Fig. 1: run 1, selected gate families
Scale bar: 20 um.
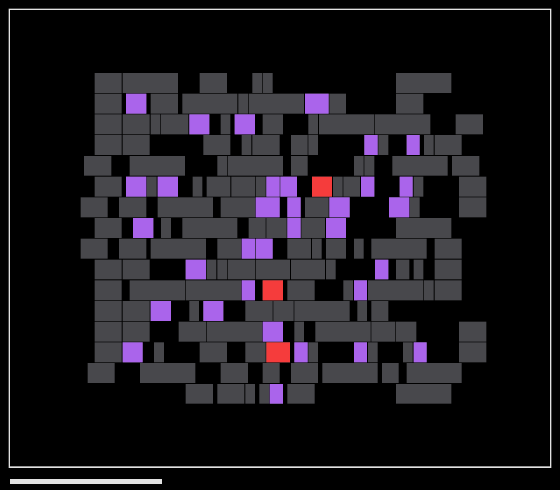
Fig. 2: run 1, the clock network
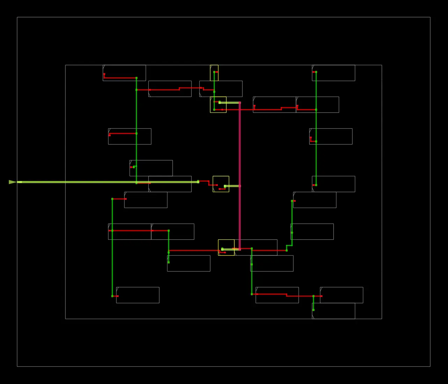
Fig. 3: run 1, wiring by layer
Only two layers are drawn.
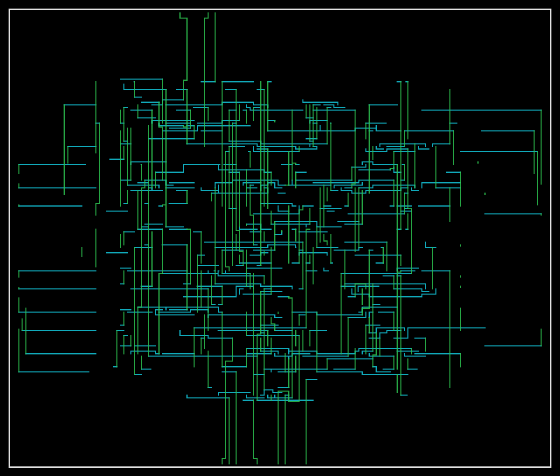
$ cat config.mk
export PLATFORM = sky130hd
export DESIGN_NAME = alu_arbiter
export DESIGN_NICKNAME = d
export VERILOG_FILES = /design/src/rtl/alu_arbiter.sv
export SDC_FILE = /design/constraint.sdc
export NUM_CORES = 1
export LEC_CHECK = 0
export CAP_MARGIN = 10
export CORE_ASPECT_RATIO = 0.8
export CORE_MARGIN = 8
export CORE_UTILIZATION = 49
export CTS_CLUSTER_DIAMETER = 60
export DETAILED_ROUTE_END_ITERATION = 6
export PLACE_DENSITY = 0.84
export SLEW_MARGIN = 25
export SYNTH_ARGS = -nofsm -noshare
export SYNTH_HDL_FRONTEND = slang
export SYNTH_SLANG_ARGS = --single-unit
$ cat constraint.sdc
create_clock -name clk -period 5.5 [get_ports clk]
set_input_delay 0.55 -clock clk [delete_from_list [all_inputs] [get_ports clk]]
set_output_delay 0.55 -clock clk [all_outputs]
set_load 0.02 [all_outputs]
$ cat src/rtl/alu_arbiter.sv
// Two-requester round-robin front end for a shared N-bit ALU: accept one op,
// register operands, evaluate, then hold the registered result until consumed.

module ALU_N_bits #(
    parameter int N = 4
) (
    input  logic [N-1:0] a,
    input  logic [N-1:0] b,
    input  logic [1:0]   ctrl,
    output logic [N-1:0] result,
    output logic         v,
    output logic         c,
    output logic         n,
    output logic         z
);
    logic [N-1:0] bx;
    logic [N:0]   sum;

    always_comb begin
        // ctrl[0] selects a + ~b + 1 when ctrl[1] picks the adder path
        bx     = ctrl[0] ? ~b : b;
        sum    = {1'b0, a} + {1'b0, bx} + {{N{1'b0}}, ctrl[0]};
        result = sum[N-1:0];
        c      = sum[N];
        v      = (a[N-1] == bx[N-1]) && (sum[N-1] != a[N-1]);
        if (ctrl[1]) begin
            result = ctrl[0] ? (a | b) : (a & b);
            c      = 1'b0;
            v      = 1'b0;
        end
        n = result[N-1];
        z = ~|result;
    end
endmodule

module alu_arbiter #(
    parameter int N = 4
) (
    input  logic         clk,
    input  logic         rst,
    input  logic         req0_valid,
    output logic         req0_ready,
    input  logic [N-1:0] req0_a,
    input  logic [N-1:0] req0_b,
    input  logic [1:0]   req0_op,
    input  logic         req1_valid,
    output logic         req1_ready,
    input  logic [N-1:0] req1_a,
    input  logic [N-1:0] req1_b,
    input  logic [1:0]   req1_op,
    output logic         resp_valid,
    input  logic         resp_ready,
    output logic         resp_id,
    output logic [N-1:0] resp_result,
    output logic         resp_v,
    output logic         resp_c,
    output logic         resp_n,
    output logic         resp_z
);
    typedef enum logic [1:0] {IDLE, EXEC, RESP} state_t;

    state_t       state, state_nxt;
    logic         last;
    logic [N-1:0] a_q, b_q;
    logic [1:0]   op_q;
    logic         id_q;
    logic         gnt_id;
    logic         accept;
    logic [N-1:0] alu_result;
    logic         alu_v, alu_c, alu_n, alu_z;

    ALU_N_bits #(.N(N)) u_alu (
        .a      (a_q),
        .b      (b_q),
        .ctrl   (op_q),
        .result (alu_result),
        .v      (alu_v),
        .c      (alu_c),
        .n      (alu_n),
        .z      (alu_z)
    );

    always_ff @(posedge clk) begin
        if (rst) state <= IDLE;
        else     state <= state_nxt;
    end

    always_comb begin
        state_nxt  = state;
        gnt_id     = 1'b0;
        req0_ready = 1'b0;
        req1_ready = 1'b0;
        accept     = 1'b0;
        // on a tie the requester that did not win last time goes first
        if (req0_valid && req1_valid) gnt_id = ~last;
        else if (req1_valid)          gnt_id = 1'b1;
        case (state)
            IDLE: begin
                req0_ready = req0_valid && !gnt_id;
                req1_ready = req1_valid &&  gnt_id;
                accept     = req0_ready || req1_ready;
                if (accept) state_nxt = EXEC;
            end
            EXEC: state_nxt = RESP;
            RESP: if (resp_ready) state_nxt = IDLE;
            default: state_nxt = IDLE;
        endcase
    end

    always_ff @(posedge clk) begin
        if (rst) begin
            last        <= 1'b1;
            a_q         <= '0;
            b_q         <= '0;
            op_q        <= '0;
            id_q        <= 1'b0;
            resp_valid  <= 1'b0;
            resp_id     <= 1'b0;
            resp_result <= '0;
            resp_v      <= 1'b0;
            resp_c      <= 1'b0;
            resp_n      <= 1'b0;
            resp_z      <= 1'b0;
        end else begin
            case (state)
                IDLE: if (accept) begin
                    a_q  <= gnt_id ? req1_a  : req0_a;
                    b_q  <= gnt_id ? req1_b  : req0_b;
                    op_q <= gnt_id ? req1_op : req0_op;
                    id_q <= gnt_id;
                    last <= gnt_id;
                end
                EXEC: begin
                    resp_valid  <= 1'b1;
                    resp_id     <= id_q;
                    resp_result <= alu_result;
                    resp_v      <= alu_v;
                    resp_c      <= alu_c;
                    resp_n      <= alu_n;
                    resp_z      <= alu_z;
                end
                RESP: if (resp_ready) resp_valid <= 1'b0;
                default: ;
            endcase
        end
    end
endmodule

==> GITHUB_STEP_SUMMARY, run 1 <==
### Yosys + OpenROAD results

| Metric | Value |
|---|---|
| Outcome | finished, final reports clean |
| Yosys xor share | around 4.5% |
| First-pass GRT wire length | approximately 4400 um |
| Top cell excl fill/tap | clkdlybuf4s50_1 |
| Flop pwr share | a little under half |
| Dominant cell area share | 39.0% |
| Hold Path Depth | 2 |
| Core region area | approximately 0.0024 mm^2 |
| Root buffer cell | clkbuf_4 |
| Register area share after synthesis | roughly two fifths |
| Critical path buffer and inverter count | 3 |
| Max Fanout on Critical Path | 12 |
| Tool Warnings | 26 |
| Utilization after layout | 66.3% |
| Clock sink count | 23 |
| Post-synth EDFFs | 0 |
| Synth unique cells | 32 |
| Maximum clock path buffer count | 2 |
| HPWL Detailed | 2070 um |
| RR Startpoint | op_q[0] |
| Yosys top cell by area | dfxtp_1 |
| R2r setup slk | ~3.3 ns |
| RSZ-0062 raised after global routing | no |
| Highest cell delay on the worst timing path | 0.61 ns |
| Largest net degree at the start of global routing | 24 |
| Critical path's top delay family | buffers and inverters |
| Syn_nets | 167 |
| CTS tree | yes |
| Share of cells above drive strength 1 | 3.53% |
| Die Span Y | roughly 60 um |
| Setup CP Type | in2out |
| Worst Skew | 0.00574 ns |
| Final setup vio count | 0 |
| Placed cell areas | between 0.0015 and 0.002 mm^2 |
| Avg Inst Size Synth | 8.55 um^2 |
| Combinational power share | 35.0% |
| Clock share of power | 17.8% |
| Final Hold Vio Count | 0 |
| Total of max-cap violations | 0 |
| CP max-delay cell | clkdlybuf4s50_1 |
| NetSw | 0.142 mW |
| Vias/cell | 5.28 |
| Iteration-0 DRC Markers | 71 |
| Hold_ws | 0.467 ns |
| Antenna diode count | 0 |
-- Fig. 1 (at the start) --
[purple] aoi and oai cells | cells: 33
[red] non-inverting ao/oa cells | cells: 3

-- Fig. 2 (at the start) --
sequential cell count: 23
clock buf count: 4

-- Fig. 3 (at the start) --
[cyan] M1 | wire length: 1150 um
[green] M2 | wire length: 1210 um

==> run 1: metal layers <==
| metal | share of wire (%) | vias up | global-route usage, % |
|---|---|---|---|
| li1 | - | 550 | - |
| met3 | 7.2 | 3 | 4.36 |
| met2 | 47 | 34 | 22.9 |
| met4 | 0.97 | 0 | 3.54 |
| met1 | 45 | 453 | 14.3 |
| met5 | 0 | - | 0 |
==> run 1: final cells by class <==
| class | instances | area [um^2] |
|---|---|---|
| Clock buffer | 4 | 26.3 |
| Fill cell | 216 | 796 |
| Inverter | 3 | 11.3 |
| Multi-Input combinational cell | 103 | 667 |
| Sequential cell | 23 | 460 |
| Tap cell | 27 | 33.8 |
| Timing Repair Buffer | 37 | 368 |
==> run 1: cells by family (layout without fill, tap and decap cells) <==
kind of cell | count (synthesis) | in the layout
xor+xnor | 6 | 6
flops | 23 | 23
simple gates | 45 | 45
fa+ha+maj | 5 | 5
mux | 11 | 11
compound gates | 36 | 36
buf+inv | 12 | 44
==> run 1: power by group through the flow <==
| stage | sequential (mW) | clock (mW) | combinational (mW) |
|---|---|---|---|
| global route | 0.207 | 0.0875 | 0.169 |
| global placement | 0.206 | 0 | 0.146 |
| CTS | 0.204 | 0.0789 | 0.153 |
| detailed placement | 0.208 | 0 | 0.152 |
| floorplan | 0.207 | 0 | 0.101 |
| finish | 0.204 | 0.0768 | 0.151 |
==> run 1: sequential cells by signal, indices dropped and copies added, names as in the netlist <==
| name | cells |
|---|---|
| op_q | 2 |
| resp_v | 1 |
| resp_valid | 1 |
| resp_id | 1 |
| id_q | 1 |
| state | 2 |
| resp_z | 1 |
| resp_c | 1 |
| a_q | 4 |
| b_q | 4 |
| last | 1 |
| resp_result | 4 |
Fig. 4: run 1, sequential cells coloured by netlist name
Scale bar: 20 um. Other sequential cells in the stronger grey, the rest of the logic in the fainter grey.
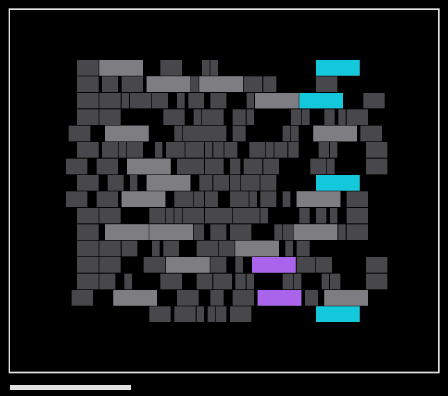

--- run 2 (diff from run 1) ---
Settings changed: CORE_UTILIZATION 49 to 45, PLACE_DENSITY 0.84 to 0.78.
Clock period 5.5 ns to 2.76 ns, I/O delays scaled along.
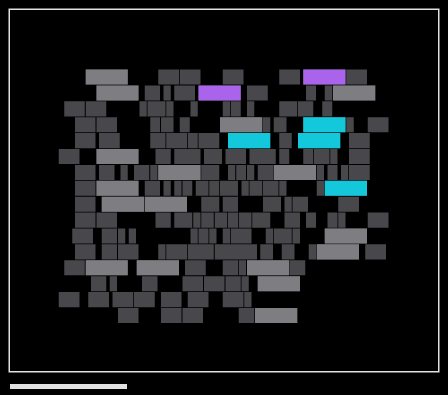
Fig. 5. Sequential cells coloured by netlist name (run 2).
Scale bar: 20 um. Other sequential cells in the stronger grey, the rest of the logic in the fainter grey.
[cyan] resp_result | placed flops: 4
[purple] state | placed flops: 2

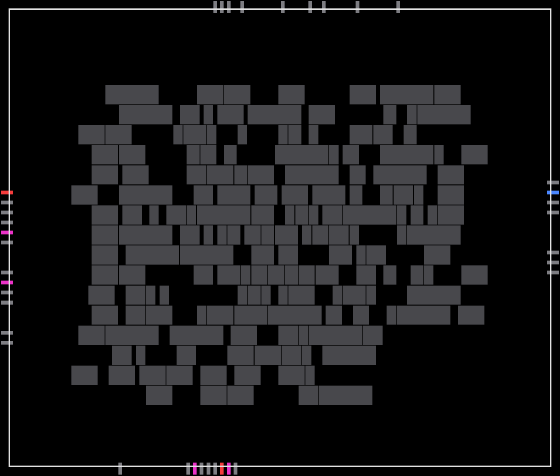
Fig. 6. Pin placement (run 2).
Pins as bars across the die edge, other pins in grey.
[blue] resp_n | pins: 1 | direction: output | edge: right
[magenta] req1_a | pins: 4 | direction: input | edge: 2 bottom, 2 left
[red] req1_op | pins: 2 | direction: input | edge: 1 left, 1 bottom

==> run 2 against run 1 <==
Largest cell class unchanged. Setup slack lost 2.1 ns. Critical endpoint is now resp_z. Wire length grew 6.1%. First-iteration DRC count shrank 17%. Worst hold slack lost 0.0070 ns. Global-route usage grew 0.23 points. Clock power grew 100%. Synthesized cell count is the same.
==> GITHUB_STEP_SUMMARY, run 2 <==
### Yosys + OpenROAD results

| Metric | Value |
|---|---|
| Outcome | finished, final reports clean |
| RSZ-0062 raised after global routing | no |
| Flop pwr share | 46.9% |
| Highest cell delay on the worst timing path | 0.54 ns |
| FILL cells | 215 |
| Vias/cell | 5.16 |
| Root buffer cell | clkbuf_4 |
| Seq. pwr | ~0.4 mW |
| Yosys top cell by area | dfxtp_1 |
| Clock share of power | 17.8% |
| Top Registers | a_q (4), b_q (4), resp_result (4) |
| Final setup vio count | 0 |
| Register area share after synthesis | around two fifths |
| Combinational power share | 35.3% |
| Dominant cell area share | between 30% and 40% |
| Combinational power | slightly above 0.3 mW |
| CTS tree | yes |
| Largest net degree at the start of global routing | 24 |
| Syn_nets | 167 |
| Main power group | registers |
| Antenna diode count | 0 |
| NetSw | 0.291 mW |
| Iteration-0 DRC Markers | 59 |
| Tool Warnings | 26 |
| Worst Skew | around 0.0028 ns |
| Avg Inst Size Synth | 8.55 um^2 |
| CP max-delay cell | dfxtp_1 |
| Setup CP Type | reg2reg |
| Critical path buffer and inverter count | 1 |
| HPWL Detailed | 2190 um |
| Maximum clock path buffer count | 2 |
| Die Span Y | 61.8 um |
| Total of max-cap violations | 0 |
| Post-synth EDFFs | 0 |
| Core region area | 0.00246 mm^2 |
| P_clk | 0.155 mW |
| Final Hold Vio Count | 0 |
| Critical path's top delay family | flip-flops |
| Clock sink count | 23 |
| Top cell excl fill/tap | clkdlybuf4s50_1 |
| First-pass GRT wire length | around 4600 um |
-- run 2: cell counts in the layout (fill, tap and decap cells not counted) --
Identical to the previous run, type by type.
-- run 2: area by class of cell --
class	count	area (um^2)	share of cell area, %
repair buffers	37	368	23.3
flip-flops and latches	23	460	29.2
multi-input cells	103	667	42.3
inverters	3	11.3	0.714
well taps	36	45.0	2.85
clock buffers	4	26.3	1.67
-- run 2: cells by family (layout without fill, tap and decap cells) --
group           count (synthesis)  after routing  synth area share, %
fa+ha+maj                       5              5                 5.73
compound gates                 36             36                 19.8
buf+inv                        12             44                 4.45
flops                          23             23                 39.0
mux                            11             11                 9.33
xor+xnor                        6              6                 4.45
simple gates                   45             45                 17.2
-- run 2: final timing paths --
kind,startpoint,to,slack (ns),cells after the start
max,op_q[0],resp_z,0.54,8
min,resp_v,resp_v,0.46,2
max reg2reg,op_q[0],resp_z,0.54,8
min reg2reg,resp_v,resp_v,0.46,2
-- run 2: per-stage QoR --
step | hold slack (ns) | util (%) | instance area [um^2] | total power, mW
floorplan | 0.349 | - | 1180 | 0.614
global placement | 0.440 | 63.0 | 1550 | 0.704
detailed placement | 0.444 | 63.0 | 1550 | 0.720
CTS | 0.461 | 64.1 | 1580 | 0.872
global route | 0.492 | 64.1 | 1580 | 0.930
finish | 0.460 | 64.1 | 1580 | 0.868
-- run 2: per-layer routing --
metal | track usage, % | share of wire, %
met3 | 4.81 | 6.2
met4 | 5.68 | 1.4
met5 | 0 | 0
met1 | 13.9 | 46
met2 | 23.1 | 47
-- run 2: worst min-delay path: stages (launching register included) --
cell and delay, ns:
dfxtp_1 0.33, nand2_1 0.05, a21oi_1 0.05
No activity file was given, so power comes from the tool's default toggle rates.
